File: config.mk
export PLATFORM = sky130hd
export DESIGN_NAME = phase_sequencer_flat
export DESIGN_NICKNAME = d
export VERILOG_FILES = /design/src/rtl/phase_sequencer_if.sv /design/src/rtl/phase_sequencer.sv /design/src/flat_wrapper.sv
export SDC_FILE = /design/constraint.sdc
export NUM_CORES = 1
export LEC_CHECK = 0
export CAP_MARGIN = 20
export CORE_UTILIZATION = 50
export DETAILED_ROUTE_END_ITERATION = 10
export GPL_TIMING_DRIVEN = 0
export PLACE_DENSITY_LB_ADDON = 0.08
export SLEW_MARGIN = 20
export SYNTH_ARGS = -nofsm -noshare
export SYNTH_HDL_FRONTEND = slang
export SYNTH_SLANG_ARGS = --single-unit
export TNS_END_PERCENT = 10
File: constraint.sdc
create_clock -name clk -period 2.6 [get_ports clk]
set_input_delay 0.65 -clock clk [delete_from_list [all_inputs] [get_ports clk]]
set_output_delay 0.65 -clock clk [all_outputs]
set_load 0.01 [all_outputs]
File: src/rtl/phase_sequencer_if.sv
`default_nettype none
// ============================================================================
//  Module      : phase_sequencer_if
//  Description : Bundle between the Programmer stage and the phase
//                sequencer. The Programmer (master) drives the advance
//                request, the {in1,in2} command and the diode value; the
//                sequencer (slave) returns the phase index, the committed
//                register bank and its status pulses.
//  Signals     : phase_adv    - advance request level (async to clk)
//                cmd          - {in1,in2}: 11 info, 01 confirm, 00 end phase
//                diode        - data value offered for the current phase
//                phaser       - current phase index
//                prog_data    - committed slots, slot k at [k*DATA_W +: DATA_W]
//                commit_valid - one-cycle pulse per slot write
//                phase_done   - one-cycle pulse per phase advance
//                all_done     - level, every phase programmed
//                err          - one-cycle pulse, advance without confirm
//  Revision    : 1.0 - initial release
// ============================================================================
interface phase_sequencer_if #(
  parameter int NUM_PHASES = 4,
  parameter int DATA_W     = 4,
  parameter int PHASE_W    = 3
);
  logic                         phase_adv;
  logic [1:0]                   cmd;
  logic [DATA_W-1:0]            diode;
  logic [PHASE_W-1:0]           phaser;
  logic [NUM_PHASES*DATA_W-1:0] prog_data;
  logic                         commit_valid;
  logic                         phase_done;
  logic                         all_done;
  logic                         err;

  modport master (
    output phase_adv, cmd, diode,
    input  phaser, prog_data, commit_valid, phase_done, all_done, err
  );

  modport slave (
    input  phase_adv, cmd, diode,
    output phaser, prog_data, commit_valid, phase_done, all_done, err
  );
endinterface
`default_nettype wire

File: src/rtl/phase_sequencer.sv
`default_nettype none
// ============================================================================
//  Module      : phase_sequencer
//  Description : Closes the Programmer loop. Synchronises the Programmer's
//                advance request, command and diode value, commits each
//                confirmed value into a per-phase register bank, owns the
//                phase counter fed back as phaser, and flags when every
//                phase has been programmed.
//  Ports       : clk  - system clock, rising edge
//                rst  - synchronous active-high reset
//                bus  - phase_sequencer_if.slave (see interface header)
//  Revision    : 1.0 - initial release
// ============================================================================
module phase_sequencer #(
  parameter int NUM_PHASES = 4,
  parameter int DATA_W     = 4,
  parameter int PHASE_W    = 3
) (
  input  wire logic          clk,
  input  wire logic          rst,
  phase_sequencer_if.slave   bus
);

  localparam logic [PHASE_W-1:0] LAST_PHASE = PHASE_W'(NUM_PHASES - 1);
  localparam logic [1:0]         CMD_CONF   = 2'b01;

  typedef enum logic [0:0] {
    PROG = 1'b0,
    DONE = 1'b1
  } state_t;

  // --------------------------------------------------------------------------
  // Two-flop synchronisers. diode travels alongside cmd so that the value
  // committed is the one the Programmer presented with the confirm.
  // --------------------------------------------------------------------------
  logic              adv_s1, adv_s2, adv_prev;
  logic [1:0]        cmd_s1, cmd_s2;
  logic              conf_prev;
  logic [DATA_W-1:0] diode_s1, diode_s2;

  always_ff @(posedge clk) begin
    if (rst) begin
      adv_s1    <= 1'b0;
      adv_s2    <= 1'b0;
      adv_prev  <= 1'b0;
      cmd_s1    <= 2'b00;
      cmd_s2    <= 2'b00;
      conf_prev <= 1'b0;
      diode_s1  <= '0;
      diode_s2  <= '0;
    end else begin
      adv_s1    <= bus.phase_adv;
      adv_s2    <= adv_s1;
      adv_prev  <= adv_s2;
      cmd_s1    <= bus.cmd;
      cmd_s2    <= cmd_s1;
      conf_prev <= (cmd_s2 == CMD_CONF);
      diode_s1  <= bus.diode;
      diode_s2  <= diode_s1;
    end
  end

  logic adv_edge, conf_edge;
  assign adv_edge  = adv_s2 & ~adv_prev;
  assign conf_edge = (cmd_s2 == CMD_CONF) & ~conf_prev;

  // --------------------------------------------------------------------------
  // State and datapath registers
  // --------------------------------------------------------------------------
  state_t                       state, state_n;
  logic [PHASE_W-1:0]           phaser_q, phaser_n;
  logic [NUM_PHASES-1:0]        confirmed, confirmed_n;
  logic [NUM_PHASES*DATA_W-1:0] prog_q, prog_n;
  logic                         commit_q, commit_n;
  logic                         done_q, done_n;
  logic                         all_done_q, all_done_n;
  logic                         err_q, err_n;
  logic                         cur_conf;

  always_ff @(posedge clk) begin
    if (rst) begin
      state      <= PROG;
      phaser_q   <= '0;
      confirmed  <= '0;
      prog_q     <= '0;
      commit_q   <= 1'b0;
      done_q     <= 1'b0;
      all_done_q <= 1'b0;
      err_q      <= 1'b0;
    end else begin
      state      <= state_n;
      phaser_q   <= phaser_n;
      confirmed  <= confirmed_n;
      prog_q     <= prog_n;
      commit_q   <= commit_n;
      done_q     <= done_n;
      all_done_q <= all_done_n;
      err_q      <= err_n;
    end
  end

  always_comb begin
    state_n     = state;
    phaser_n    = phaser_q;
    confirmed_n = confirmed;
    prog_n      = prog_q;
    commit_n    = 1'b0;
    done_n      = 1'b0;
    all_done_n  = all_done_q;
    err_n       = 1'b0;
    cur_conf    = 1'b0;

    case (state)
      PROG: begin
        // Commit is applied before the advance is judged, so a confirm
        // arriving with the advance request lets that advance succeed.
        if (conf_edge) begin
          for (int k = 0; k < NUM_PHASES; k++) begin
            if (phaser_q == PHASE_W'(k)) begin
              prog_n[k*DATA_W +: DATA_W] = diode_s2;
              confirmed_n[k]             = 1'b1;
            end
          end
          commit_n = 1'b1;
        end

        for (int k = 0; k < NUM_PHASES; k++) begin
          if (phaser_q == PHASE_W'(k)) begin
            cur_conf = confirmed_n[k];
          end
        end

        if (adv_edge) begin
          if (!cur_conf) begin
            err_n = 1'b1;
          end else if (phaser_q == LAST_PHASE) begin
            state_n    = DONE;
            all_done_n = 1'b1;
            done_n     = 1'b1;
          end else begin
            phaser_n = phaser_q + 1'b1;
            done_n   = 1'b1;
          end
        end
      end

      DONE: begin
        // Confirms are ignored here; the bank keeps its contents across
        // the restart and is only overwritten by later commits.
        if (adv_edge) begin
          state_n     = PROG;
          phaser_n    = '0;
          confirmed_n = '0;
          all_done_n  = 1'b0;
        end
      end

      default: begin
        state_n = PROG;
      end
    endcase
  end

  assign bus.phaser       = phaser_q;
  assign bus.prog_data    = prog_q;
  assign bus.commit_valid = commit_q;
  assign bus.phase_done   = done_q;
  assign bus.all_done     = all_done_q;
  assign bus.err          = err_q;

endmodule
`default_nettype wire

File: src/flat_wrapper.sv
// flat-port wrapper written by rule: the top's interface ports become plain ports
module phase_sequencer_flat 
#(
  parameter int NUM_PHASES = 4,
  parameter int DATA_W     = 4,
  parameter int PHASE_W    = 3
)
  (clk, rst, bus_phase_adv, bus_cmd, bus_diode, bus_phaser, bus_prog_data, bus_commit_valid, bus_phase_done, bus_all_done, bus_err);
  phase_sequencer_if #(.NUM_PHASES(NUM_PHASES), .DATA_W(DATA_W), .PHASE_W(PHASE_W)) bus_i ();
  input  wire logic clk;
  input  wire logic rst;
  input wire logic [$bits(bus_i.phase_adv)-1:0] bus_phase_adv;
  input wire logic [$bits(bus_i.cmd)-1:0] bus_cmd;
  input wire logic [$bits(bus_i.diode)-1:0] bus_diode;
  output wire logic [$bits(bus_i.phaser)-1:0] bus_phaser;
  output wire logic [$bits(bus_i.prog_data)-1:0] bus_prog_data;
  output wire logic [$bits(bus_i.commit_valid)-1:0] bus_commit_valid;
  output wire logic [$bits(bus_i.phase_done)-1:0] bus_phase_done;
  output wire logic [$bits(bus_i.all_done)-1:0] bus_all_done;
  output wire logic [$bits(bus_i.err)-1:0] bus_err;
  assign bus_i.phase_adv = bus_phase_adv;
  assign bus_i.cmd = bus_cmd;
  assign bus_i.diode = bus_diode;
  assign bus_phaser = bus_i.phaser;
  assign bus_prog_data = bus_i.prog_data;
  assign bus_commit_valid = bus_i.commit_valid;
  assign bus_phase_done = bus_i.phase_done;
  assign bus_all_done = bus_i.all_done;
  assign bus_err = bus_i.err;
  phase_sequencer #(.NUM_PHASES(NUM_PHASES), .DATA_W(DATA_W), .PHASE_W(PHASE_W)) u_core (.clk(clk), .rst(rst), .bus(bus_i));
endmodule
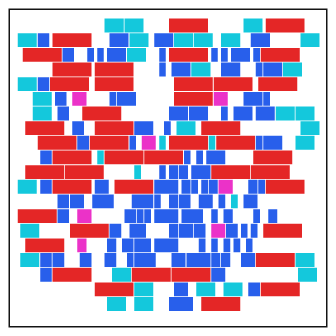
Run 1: placement by cell class
red -> flip-flops  # cells 44
magenta -> clock drivers and dummy loads  # cells 7
cyan -> other buffers and delay cells  # cells 36
blue -> all other logic  # cells 107

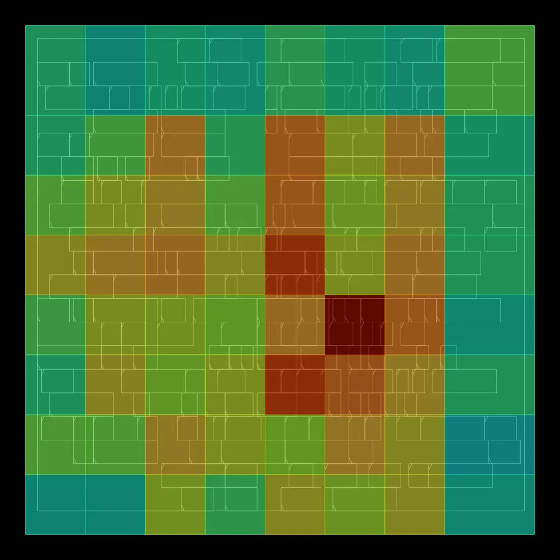
Run 1: congestion heat map
Overall Global Routing Usage: 19.4%
Finished Core Util: 66.1%

==> out/qor.rpt, run 1 <==
WORST HOLD PATH
--------------------------------------------------------------------------------------------------
Tightest Hold Check Type                                                                   reg2reg
Start point of the worst min-delay path                                               u_core.diode_s1[2]
Hold Path End                                                                         u_core.diode_s2[2]
Cell depth of the worst hold path                                                                1

FLOORPLANNING
--------------------------------------------------------------------------------------------------
Well-tap cell count                                                                             44
Pre-placement core utilization                                                               52.5%
Total core area                                                                          3050 um^2
Number of placement rows                                                                        20
Die Ht                                                                                     58.6 um
Die Span X                                                                                 58.6 um
Number of top-level pins                                                                        32
Chip Area                                                                                3440 um^2

GLOBAL ROUTING
--------------------------------------------------------------------------------------------------
Total overflow reported by the global router                                                     0
Global-route wire length before repair                                                     4930 um
Initial antenna violation count                                                                  0
Pin count of the biggest net entering global routing                                            14
Number of global-route vias before repair                                                     1162

LAYOUT
--------------------------------------------------------------------------------------------------
Final layout net count                                                                         208
Area growth, synth to finish                                                                 25.9%
Total inserted antenna cells                                                                     0
Signal buffers                                                                                  36
Dominant logic cell type in the layout                                                sky130_fd_sc_hd__dfxtp_1
Final standard cell area without fillers                                                 2020 um^2
Tally of filler cells in the layout                                                            266
Number of signal-net inverters in the final layout                                               4
Reg area                                                                                  881 um^2
Buffering overhead                                                                           16.3%
Sequential share of cell area                                                                43.6%
Proportion of cell area spent on the clock network                                           2.48%
Leading cell types in the layout, fill and taps excluded                              sky130_fd_sc_hd__dfxtp_1 (44), sky130_fd_sc_hd__clkdlybuf4s50_1 (31), sky130_fd_sc_hd__nor2_1 (20)
Number of logic gates                                                                          103
Area taken by multi-input logic gates                                                     689 um^2
Combinational share of cell area                                                             34.1%
Tally of non-filler cells in the final layout                                                  238
Seq Cell Count                                                                                  44
Proportion of layout cells with a drive suffix above 1                                       4.12%
Cell group occupying the most layout area                                             flip-flops and latches
Clock buffers                                                                                    5

ROUTING
--------------------------------------------------------------------------------------------------
Residual DRC count                                                                               0
DRT antenna net count                                                                            0
Wirelength, routed                                                                         2890 um
DRC marker count from the first detailed-route iteration                                        19
TritonRoute pass-1 iters                                                                         4
Wirelength per Cell                                                                        12.1 um
Via count                                                                                     1187
Per-cell via count in the routed design                                                       4.99

RUN
--------------------------------------------------------------------------------------------------
Count of tool warnings                                                                          29
Maximum Capacitance Violations                                                                   0

FINAL TIMING
--------------------------------------------------------------------------------------------------
Crit path setup slack, layout                                                               448 ps
Worst max-slew margin expressed relative to the limit                                        49.6%
Final slew viol count                                                                            0
Final-layout worst hold slack                                                               447 ps
Achievable Freq                                                                            465 MHz
Fraction of the cycle the final worst path needs                                             82.8%
Final TNS setup                                                                               0 ps
Slew at the pin closest to its max-slew limit                                               754 ps
Final Hold Violation Tally                                                                       0
Final min period                                                                           2150 ps
Final setup violating endpoints                                                                  0
RSZ-0062 raised after global routing                                                         false
Final worst clock skew                                                                     7.87 ps

POWER
--------------------------------------------------------------------------------------------------
Internal power                                                                              831 uW
Top pwr grp                                                                              registers
Pleak                                                                                  0.000833 uW
Worst voltage drop across the vdd grid                                                  0.000380 V
Power per unit of standard cell area                                                   538 nW/um^2
Sequential power                                                                            701 uW
Sequential power share                                                                       64.5%
Combinational logic power                                                                  80.6 uW
Total power of the final layout                                                            1090 uW
Combinational share of power                                                                  7.4%
Clock group power                                                                           305 uW
Clock Power Share                                                                            28.1%
Sw Ratio                                                                                     23.6%
Switching Power                                                                             257 uW

WORST SETUP PATH
--------------------------------------------------------------------------------------------------
Crit path kind                                                                             reg2reg
Family with the most delay on the worst path                                          AND-OR/OR-AND gates
Buffers and inverters on the worst path                                                          1
Maximum single-stage delay on the critical path                                             490 ps
Worst Path Required                                                                        2880 ps
R2R cell count                                                                                   6
Worst setup path start                                                                u_core.bus.phaser[0]
Terminus of the critical flop-to-flop path                                            u_core.bus.phaser[0]
Critical Path Start Type                                                                      flop
Arrival @ worst endpoint                                                                   2430 ps
Cells along the critical path                                                         inv_1 > ha_1 > or2_0 > a2111o_1 > a2111o_1 > a31oi_1
Slowest library cell on the worst path                                                sky130_fd_sc_hd__dfxtp_1
Top fanout value on the critical path                                                            7
Setup crit end                                                                        u_core.bus.phaser[0]
Kind of end point of the critical path                                                        flop
Crit Reg-Reg Startpoint                                                               u_core.bus.phaser[0]
Most common cell type on the critical path                                            sky130_fd_sc_hd__a2111o_1
CP Depth                                                                                         6
Internal reg-to-reg setup slack                                                             450 ps

CTS
--------------------------------------------------------------------------------------------------
Latency at later pin                                                                        350 ps
Post-cts resize count                                                                            0
Clock transition time at the flip-flop clock pins of the worst setup and hold paths         120 ps
Library cell used as clock root buffer                                                sky130_fd_sc_hd__clkbuf_4
Clock Sink Count                                                                                44
Num CTS Buffers                                                                                  5
Hold-fix buffers at CTS                                                                          0
Total setup buffers inserted after CTS                                                           0
Longest Clk Path Bufs                                                                            2
Number of H-tree branching levels                                                                2
Clock tree from TritonCTS                                                                     done

SYNTHESIS
--------------------------------------------------------------------------------------------------
Area reported by Yosys stat                                                              1600 um^2
FF+latch count, synth                                                                           44
Most area-hungry cell type in the Yosys netlist                                       sky130_fd_sc_hd__dfxtp_1
Number of synthesized flops with an enable pin                                                   0
Area fraction in mux cells                                                                   10.6%
XOR/XNOR share of the synthesized area                                                          0%
Yosys warning tally                                                                              0
Post-Syn Nets                                                                                  170
Adder-cell share of the synthesized area                                                     3.90%
Most used flip-flop cell                                                              sky130_fd_sc_hd__dfxtp_1
Post-synthesis instance area                                                             1600 um^2
Area share of the largest cell type after synthesis                                          54.9%
Area fraction in compound gates                                                              8.03%
Post-synthesis cell type with the largest instance count                              sky130_fd_sc_hd__dfxtp_1
Sequential area share after synthesis                                                        54.9%
Cell variety after synth                                                                        26
Fraction of registers with async set/reset                                                      0%
Most common library cells after synthesis                                             sky130_fd_sc_hd__dfxtp_1 (44), sky130_fd_sc_hd__nor2_1 (20), sky130_fd_sc_hd__mux2i_1 (17)
Yosys Instances                                                                                156
Gate count after technology mapping                                                            156
Dominant cells by area after synthesis                                                sky130_fd_sc_hd__dfxtp_1 (55%), sky130_fd_sc_hd__mux2i_1 (11%), sky130_fd_sc_hd__nor2b_1 (6.2%)
Syn_area_per_cell                                                                        10.3 um^2
Main logic family after synthesis                                                     simple AND/OR/NAND/NOR gates
Simple Share, Synth                                                                          20.4%

PLACED DESIGN
--------------------------------------------------------------------------------------------------
Total half-perimeter wirelength after legalization and detailed placement                  2240 um
Setup WS pre-CTS                                                                            480 ps
Placed instance count                                                                          231
Port bufs                                                                                       31
Final RePlAce weighted congestion                                                            0.805
Area of placed instances                                                                 1970 um^2

OUTCOME
--------------------------------------------------------------------------------------------------
Status                                                                                finished clean

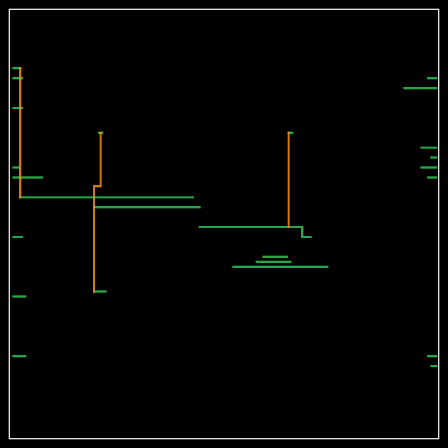
Run 1: routed metal, one colour a layer
Only two layers are drawn.
orange -> met4  # wire length 53.3 um
green -> met3  # wire length 103 um

run 1: layer usage:
metal | vias to the layer above | wire [um] | track usage (%)
met1 | 548 | 1260 | 22.0
met5 | - | 0 | 0
met4 | 0 | 53 | 11.2
met3 | 7 | 103 | 4.62
li1 | 603 | - | -
met2 | 29 | 1470 | 33.5
run 1: flip-flops by register name, summed over array words and instances, names as in the netlist:
register / flops
u_core.cmd_s1: 2
u_core.bus.commit_valid: 1
u_core.diode_s2: 4
u_core.bus.prog_data: 16
u_core.confirmed: 4
u_core.cmd_s2: 2
u_core.adv_s1: 1
u_core.state: 1
u_core.bus.phaser: 3
u_core.bus.all_done: 1
u_core.adv_s2: 1
u_core.conf_prev: 1
u_core.adv_prev: 1
u_core.bus.err: 1
u_core.bus.phase_done: 1
u_core.diode_s1: 4
Run 1, I/O pins on the die edge:
Pins as bars across the die edge, other pins in grey.
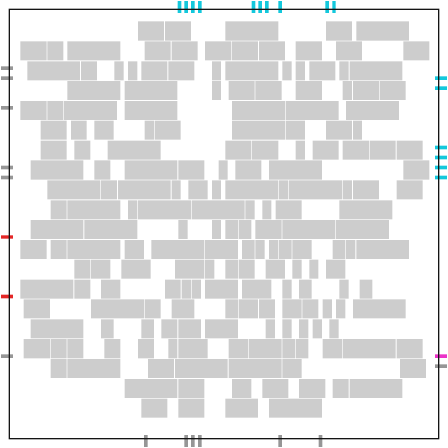

==> run 1 -> run 2 <==
Clock period 2.6 ns to 2.2 ns, I/O delays scaled along.
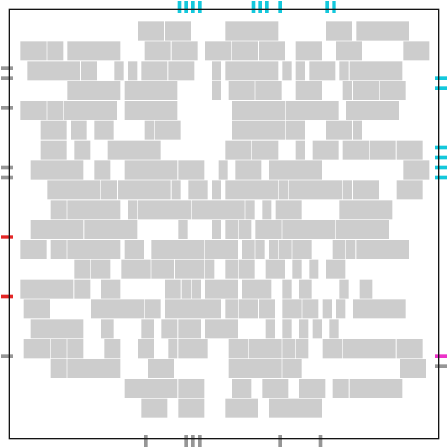
Run 2: I/O pins on the die edge
Pins as bars across the die edge, other pins in grey.
magenta -> bus_phase_done  # pins 1, direction output, edge right
cyan -> bus_prog_data  # pins 16, direction output, edge 10 top, 6 right
red -> bus_cmd  # pins 2, direction input, edge left

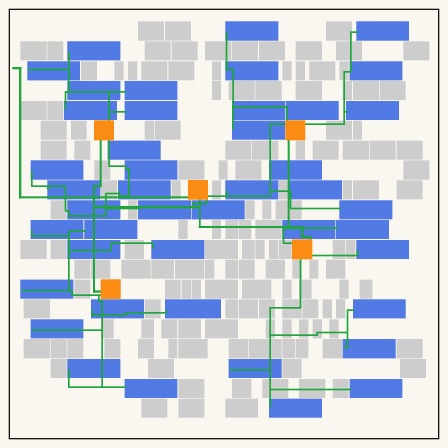
Run 2: clock network drawn from the DEF
green -> clock wires  # length 440 um
blue -> flip-flops  # count 44
orange -> cells driving clock nets  # count 5
routed clock nets = 6
flops lie = all over the die
Latency at later pin: 350 ps
clock group power: 362 uW
Clock Power Share: 28.2%

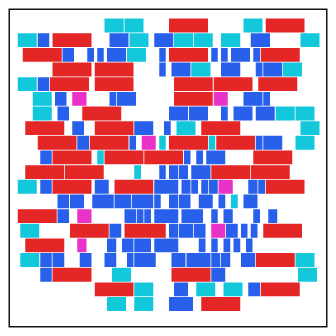
Run 2: placement by cell class
magenta -> clock drivers and dummy loads  # cells 7
red -> flip-flops  # cells 44
cyan -> other buffers and delay cells  # cells 36
blue -> all other logic  # cells 107
number of placement rows: 20
final standard cell area without fillers: 2020 um^2
Finished Core Util: 66.2%
total core area: 3050 um^2
sequential share of cell area: 43.7%

==> run 2 against run 1 <==
Critical path depth did not move. Cell count did not move. Final area barely moved. Register-to-register slack got worse by 290 ps. Die size did not move. Critical path type unchanged. Largest cell class unchanged.
==> out/qor.rpt, run 2 <==
CTS
-----------------------------------------------------------------------
Num CTS Buffers                                                       5   unchanged
Number of H-tree branching levels                                     2   unchanged
Clock Sink Count                                                     44   unchanged
Total setup buffers inserted after CTS                                0   unchanged
Hold-fix buffers at CTS                                               0   unchanged
Post-cts resize count                                                 0   unchanged

LAYOUT
-----------------------------------------------------------------------
Proportion of layout cells with a drive suffix above 1            4.64%   was 4.12%
Max reg flops                                                        16   unchanged
Proportion of cell area spent on the clock network                2.48%   about the same
Combinational share of cell area                                  34.1%   about the same
Buffering overhead                                                16.3%   about the same
Dominant logic cell type in the layout                     sky130_fd_sc_hd__dfxtp_1   unchanged
Tally of filler cells in the layout                                 263   was 266
Cell group occupying the most layout area                  flip-flops and latches   unchanged
Area taken by multi-input logic gates                          689 um^2   unchanged
Final layout net count                                              208   unchanged
Total inserted antenna cells                                          0   unchanged

POWER
-----------------------------------------------------------------------
Switching Power                                                  304 uW   was 257 uW
Top pwr grp                                                   registers   unchanged
Power per unit of standard cell area                        636 nW/um^2   was 538 nW/um^2
Worst voltage drop across the vdd grid                       0.000448 V   was 0.000380 V
Combinational logic power                                       94.7 uW   was 80.6 uW
Sw Ratio                                                          23.6%   about the same
Pleak                                                       0.000834 uW   was 0.000833 uW

GLOBAL ROUTING
-----------------------------------------------------------------------
Pin count of the biggest net entering global routing                 14   unchanged
Overall Global Routing Usage                                      19.4%   unchanged
GRT busiest layer                                                  met2   unchanged
Initial antenna violation count                                       0   unchanged
Global routing usage on met2                                      33.5%   unchanged
GR Layer Usage met3                                               4.62%   unchanged
Global-route wire length before repair                          4930 um   unchanged

FINAL TIMING
-----------------------------------------------------------------------
Final slew viol count                                                 0   unchanged
Final min period                                                2040 ps   was 2150 ps
Final TNS setup                                                    0 ps   unchanged
Final setup violating endpoints                                       0   unchanged
Final worst clock skew                                          8.25 ps   was 7.87 ps
RSZ-0062 raised after global routing                              false   unchanged
Achievable Freq                                                 490 MHz   was 465 MHz
Worst max-slew margin expressed relative to the limit             48.5%   was 49.6%
Fraction of the cycle the final worst path needs                  92.8%   was 82.8%

FLOORPLANNING
-----------------------------------------------------------------------
Number of top-level pins                                             32   unchanged
Chip Area                                                     3440 um^2   unchanged
Well-tap cell count                                                  44   unchanged
Die Ht                                                          58.6 um   unchanged
Die Span X                                                      58.6 um   unchanged
Pre-placement core utilization                                    52.5%   unchanged

ROUTING
-----------------------------------------------------------------------
Per-cell via count in the routed design                            4.94   was 4.99
Wirelength per Cell                                             12.1 um   about the same
TritonRoute pass-1 iters                                              4   unchanged
Met3 wire length                                                  87 um   was 103 um
DRC marker count from the first detailed-route iteration             22   was 19
Residual DRC count                                                    0   unchanged
Via count                                                          1175   was 1187
Routed met2 length                                              1450 um   was 1470 um

WORST SETUP PATH
-----------------------------------------------------------------------
R2R cell count                                                        6   unchanged
Top fanout value on the critical path                                 6   was 7
Critical Path Start Type                                           flop   unchanged
Crit Reg-Reg Startpoint                                    u_core.bus.phaser[1]   was u_core.bus.phaser[0]
Terminus of the critical flop-to-flop path                 u_core.bus.phaser[1]   was u_core.bus.phaser[0]
Cells along the critical path                              inv_1 > ha_1 > mux2i_1 > a2111o_1 > a2111o_1 > a31oi_1   was inv_1 > ha_1 > or2_0 > a2111o_1 > a2111o_1 > a31oi_1
Kind of end point of the critical path                             flop   unchanged
Buffers and inverters on the worst path                               1   unchanged
Internal reg-to-reg setup slack                                  160 ps   was 450 ps
Crit path kind                                                  reg2reg   unchanged
Family with the most delay on the worst path               AND-OR/OR-AND gates   unchanged

RUN
-----------------------------------------------------------------------
Maximum Capacitance Violations                                        0   unchanged
Count of tool warnings                                               29   unchanged

SYNTHESIS
-----------------------------------------------------------------------
Most common library cells after synthesis                  sky130_fd_sc_hd__dfxtp_1 (44), sky130_fd_sc_hd__nor2_1 (20), sky130_fd_sc_hd__mux2i_1 (17)   unchanged
Post-synthesis instance area                                  1600 um^2   unchanged
Fraction of registers with async set/reset                           0%   unchanged
Sequential area share after synthesis                             54.9%   unchanged
Yosys Instances                                                     156   unchanged
Post-synthesis cell type with the largest instance count   sky130_fd_sc_hd__dfxtp_1   unchanged
Most area-hungry cell type in the Yosys netlist            sky130_fd_sc_hd__dfxtp_1   unchanged
Cell variety after synth                                             26   unchanged
Gate count after technology mapping                                 156   unchanged
Most used flip-flop cell                                   sky130_fd_sc_hd__dfxtp_1   unchanged

PLACED DESIGN
-----------------------------------------------------------------------
Setup WS pre-CTS                                                80.3 ps   was 480 ps
Port bufs                                                            31   unchanged

WORST HOLD PATH
-----------------------------------------------------------------------
Start point of the worst min-delay path                    u_core.diode_s1[2]   unchanged
Tightest Hold Check Type                                        reg2reg   unchanged
Hold Path End                                              u_core.diode_s2[2]   unchanged

OUTCOME
-----------------------------------------------------------------------
Status                                                     finished clean   unchanged

==> run 2: per-stage QoR <==
| step | utilization, % | hold slack (ps) | total power [uW] | std cells |
|---|---|---|---|---|
| floorplan | - | 414 | 901 | 156 |
| global placement | 64.5 | 419 | 938 | 231 |
| detailed placement | 64.5 | 420 | 942 | 231 |
| CTS | 66.1 | 448 | 1290 | 238 |
| global route | 66.2 | 462 | 1340 | 238 |
| finish | 66.2 | 447 | 1290 | 238 |
==> run 2: cell families (layout without fill, tap and decap cells) <==
group	count (synthesis)	in the layout	synth area share (%)
AOI/OAI and AO/OA	18	18	8.03
and+or+nand+nor	63	63	20.4
DFF	44	44	54.9
muxes	17	17	10.6
adders and majority gates	5	5	3.90
buffers and inverters	9	47	2.11
==> run 2 -> run 3 <==
==> constraint.sdc (replaced) <==
create_clock -name clk -period 2.2 [get_ports clk]
set_input_delay 0.55 -clock clk [delete_from_list [all_inputs] [get_ports clk]]
set_output_delay 0.55 -clock clk [all_outputs]
set_load 0.02 [all_outputs]
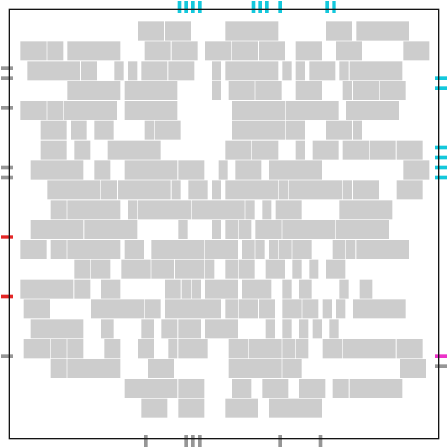
Run 3: I/O pins on the die edge
Pins as bars across the die edge, other pins in grey.
magenta -> bus_phase_done  # pins 1, direction output, edge right
red -> bus_cmd  # pins 2, direction input, edge left
cyan -> bus_prog_data  # pins 16, direction output, edge 10 top, 6 right
all pins by edge = 10 top, 8 left, 8 right, 6 bottom
Die Span X: 58.6 um
Die Ht: 58.6 um
port bufs: 31

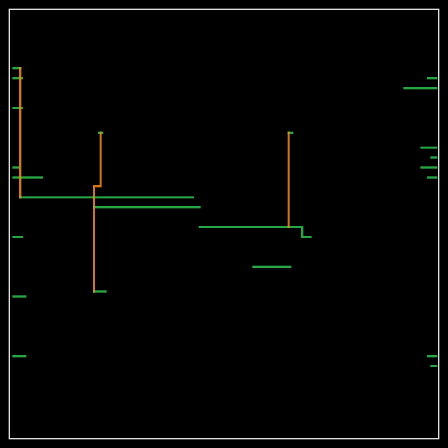
Run 3: routed metal, one colour a layer
Only two layers are drawn.
orange -> met4  # wire length 53.3 um
green -> met3  # wire length 87.4 um

==> run 3 against run 2 <==
Area after synthesis unchanged. Global-route usage unchanged. Final area unchanged. Largest power group unchanged. First-iteration DRC count unchanged. Highest routed layer unchanged. Routed wire length unchanged. Clock power about the same. Total power up 0.29%.
==> out/qor.rpt, run 3 <==
RUN
----------------------------------------------------------------------------------------
Maximum Capacitance Violations                                                         0   unchanged

POWER
----------------------------------------------------------------------------------------
Combinational logic power                                                        98.5 uW   was 94.7 uW
Total power of the final layout                                                  1290 uW   about the same
Internal power                                                                    982 uW   about the same
Clock group power                                                                 362 uW   about the same
Pleak                                                                        0.000834 uW   unchanged
Worst voltage drop across the vdd grid                                        0.000448 V   about the same
Switching Power                                                                   307 uW   was 304 uW
Sequential power                                                                  829 uW   about the same
Sequential power share                                                             64.3%   was 64.5%

SYNTHESIS
----------------------------------------------------------------------------------------
Number of synthesized flops with an enable pin                                         0   unchanged
Post-synthesis instance area                                                   1600 um^2   unchanged
Sequential area share after synthesis                                              54.9%   unchanged
Most area-hungry cell type in the Yosys netlist                             sky130_fd_sc_hd__dfxtp_1   unchanged
Yosys warning tally                                                                    0   unchanged
Cell variety after synth                                                              26   unchanged
Area share of the largest cell type after synthesis                                54.9%   unchanged
Post-Syn Nets                                                                        170   unchanged
Dominant cells by area after synthesis                                      sky130_fd_sc_hd__dfxtp_1 (55%), sky130_fd_sc_hd__mux2i_1 (11%), sky130_fd_sc_hd__nor2b_1 (6.2%)   unchanged
Yosys Instances                                                                      156   unchanged
Syn_area_per_cell                                                              10.3 um^2   unchanged
Fraction of registers with async set/reset                                            0%   unchanged

WORST HOLD PATH
----------------------------------------------------------------------------------------
Start point of the worst min-delay path                                     u_core.diode_s1[2]   unchanged
Tightest Hold Check Type                                                         reg2reg   unchanged
Hold Path End                                                               u_core.diode_s2[2]   unchanged

CTS
----------------------------------------------------------------------------------------
Num CTS Buffers                                                                        5   unchanged
Hold-fix buffers at CTS                                                                0   unchanged
Library cell used as clock root buffer                                      sky130_fd_sc_hd__clkbuf_4   unchanged

FINAL TIMING
----------------------------------------------------------------------------------------
Achievable Freq                                                                  490 MHz   unchanged
Fraction of the cycle the final worst path needs                                   92.8%   unchanged
RSZ-0062 raised after global routing                                               false   unchanged
Slew at the pin closest to its max-slew limit                                     771 ps   unchanged
Final TNS setup                                                                     0 ps   unchanged
Final Hold Violation Tally                                                             0   unchanged
Worst max-slew margin expressed relative to the limit                              48.5%   unchanged
Final slew viol count                                                                  0   unchanged
Final-layout worst hold slack                                                     447 ps   unchanged

GLOBAL ROUTING
----------------------------------------------------------------------------------------
Pin count of the biggest net entering global routing                                  14   unchanged
GR Layer Usage met3                                                                4.62%   unchanged
Number of global-route vias before repair                                           1162   unchanged
Initial antenna violation count                                                        0   unchanged
GRT busiest layer                                                                   met2   unchanged
Met1 Resource Use GR                                                               22.0%   unchanged

WORST SETUP PATH
----------------------------------------------------------------------------------------
Crit path kind                                                                   reg2reg   unchanged
Cells along the critical path                                               inv_1 > ha_1 > mux2i_1 > a2111o_1 > a2111o_1 > a31oi_1   unchanged
Most common cell type on the critical path                                  sky130_fd_sc_hd__a2111o_1   unchanged
Worst setup path start                                                      u_core.bus.phaser[1]   unchanged
Worst Path Required                                                              2480 ps   about the same
Maximum single-stage delay on the critical path                                   490 ps   about the same
R2R cell count                                                                         6   unchanged
Critical Path Start Type                                                            flop   unchanged
Internal reg-to-reg setup slack                                                   160 ps   about the same

FLOORPLANNING
----------------------------------------------------------------------------------------
Pre-placement core utilization                                                     52.5%   unchanged
Number of placement rows                                                              20   unchanged

LAYOUT
----------------------------------------------------------------------------------------
Dominant logic cell type in the layout                                      sky130_fd_sc_hd__dfxtp_1   unchanged
Leading cell types in the layout, fill and taps excluded                    sky130_fd_sc_hd__dfxtp_1 (43), sky130_fd_sc_hd__clkdlybuf4s50_1 (31), sky130_fd_sc_hd__nor2_1 (20)   unchanged
Final layout net count                                                               208   unchanged
Total inserted antenna cells                                                           0   unchanged
Area growth, synth to finish                                                       26.0%   unchanged

ROUTING
----------------------------------------------------------------------------------------
Via count                                                                           1175   unchanged
Residual DRC count                                                                     0   unchanged
TritonRoute pass-1 iters                                                               4   unchanged
DRC marker count from the first detailed-route iteration                              22   unchanged
Met1 layer wirelength in the final routing                                       1280 um   unchanged
Routed met2 length                                                               1450 um   unchanged
Wirelength per Cell                                                              12.1 um   unchanged
Top routing layer used                                                              met4   unchanged
Met3 wire length                                                                   87 um   unchanged
Per-cell via count in the routed design                                             4.94   unchanged

PLACED DESIGN
----------------------------------------------------------------------------------------
Final RePlAce weighted congestion                                                  0.805   unchanged
Total half-perimeter wirelength after legalization and detailed placement        2240 um   unchanged
Placed instance count                                                                231   unchanged
Setup WS pre-CTS                                                                 80.3 ps   unchanged

OUTCOME
----------------------------------------------------------------------------------------
Status                                                                      finished clean   unchanged

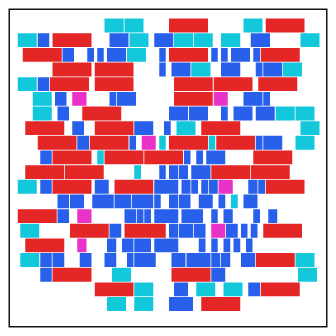
Run 3: placement by cell class
red -> flip-flops  # cells 44
cyan -> other buffers and delay cells  # cells 36
blue -> all other logic  # cells 107
magenta -> clock drivers and dummy loads  # cells 7

[run 3: cell counts after synthesis]
Identical to the previous run, type by type.
[run 3: kinds of logic after synthesis]
group | after synthesis | synth area share (%)
muxes | 17 | 10.6
buffers and inverters | 9 | 2.11
DFF | 44 | 54.9
AOI/OAI and AO/OA | 18 | 8.03
and+or+nand+nor | 63 | 20.4
adders and majority gates | 5 | 3.90
[run 3: cell type report]
class / count / area, um^2
inverter: 4 / 15.0
buffer: 5 / 18.8
timing repair buffer: 31 / 310
sequential: 44 / 882
multi-input combinational: 103 / 689
clock buffer: 5 / 37.5
tap: 44 / 55.1
fill: 263 / 1030
clock inverter: 2 / 12.5
[run 3: timing repair]
action	CTS	global route
resized	0	1
buffers inserted	0	0
endpoints found under the setup margin	0	2
Power and IR drop assume default switching activity.
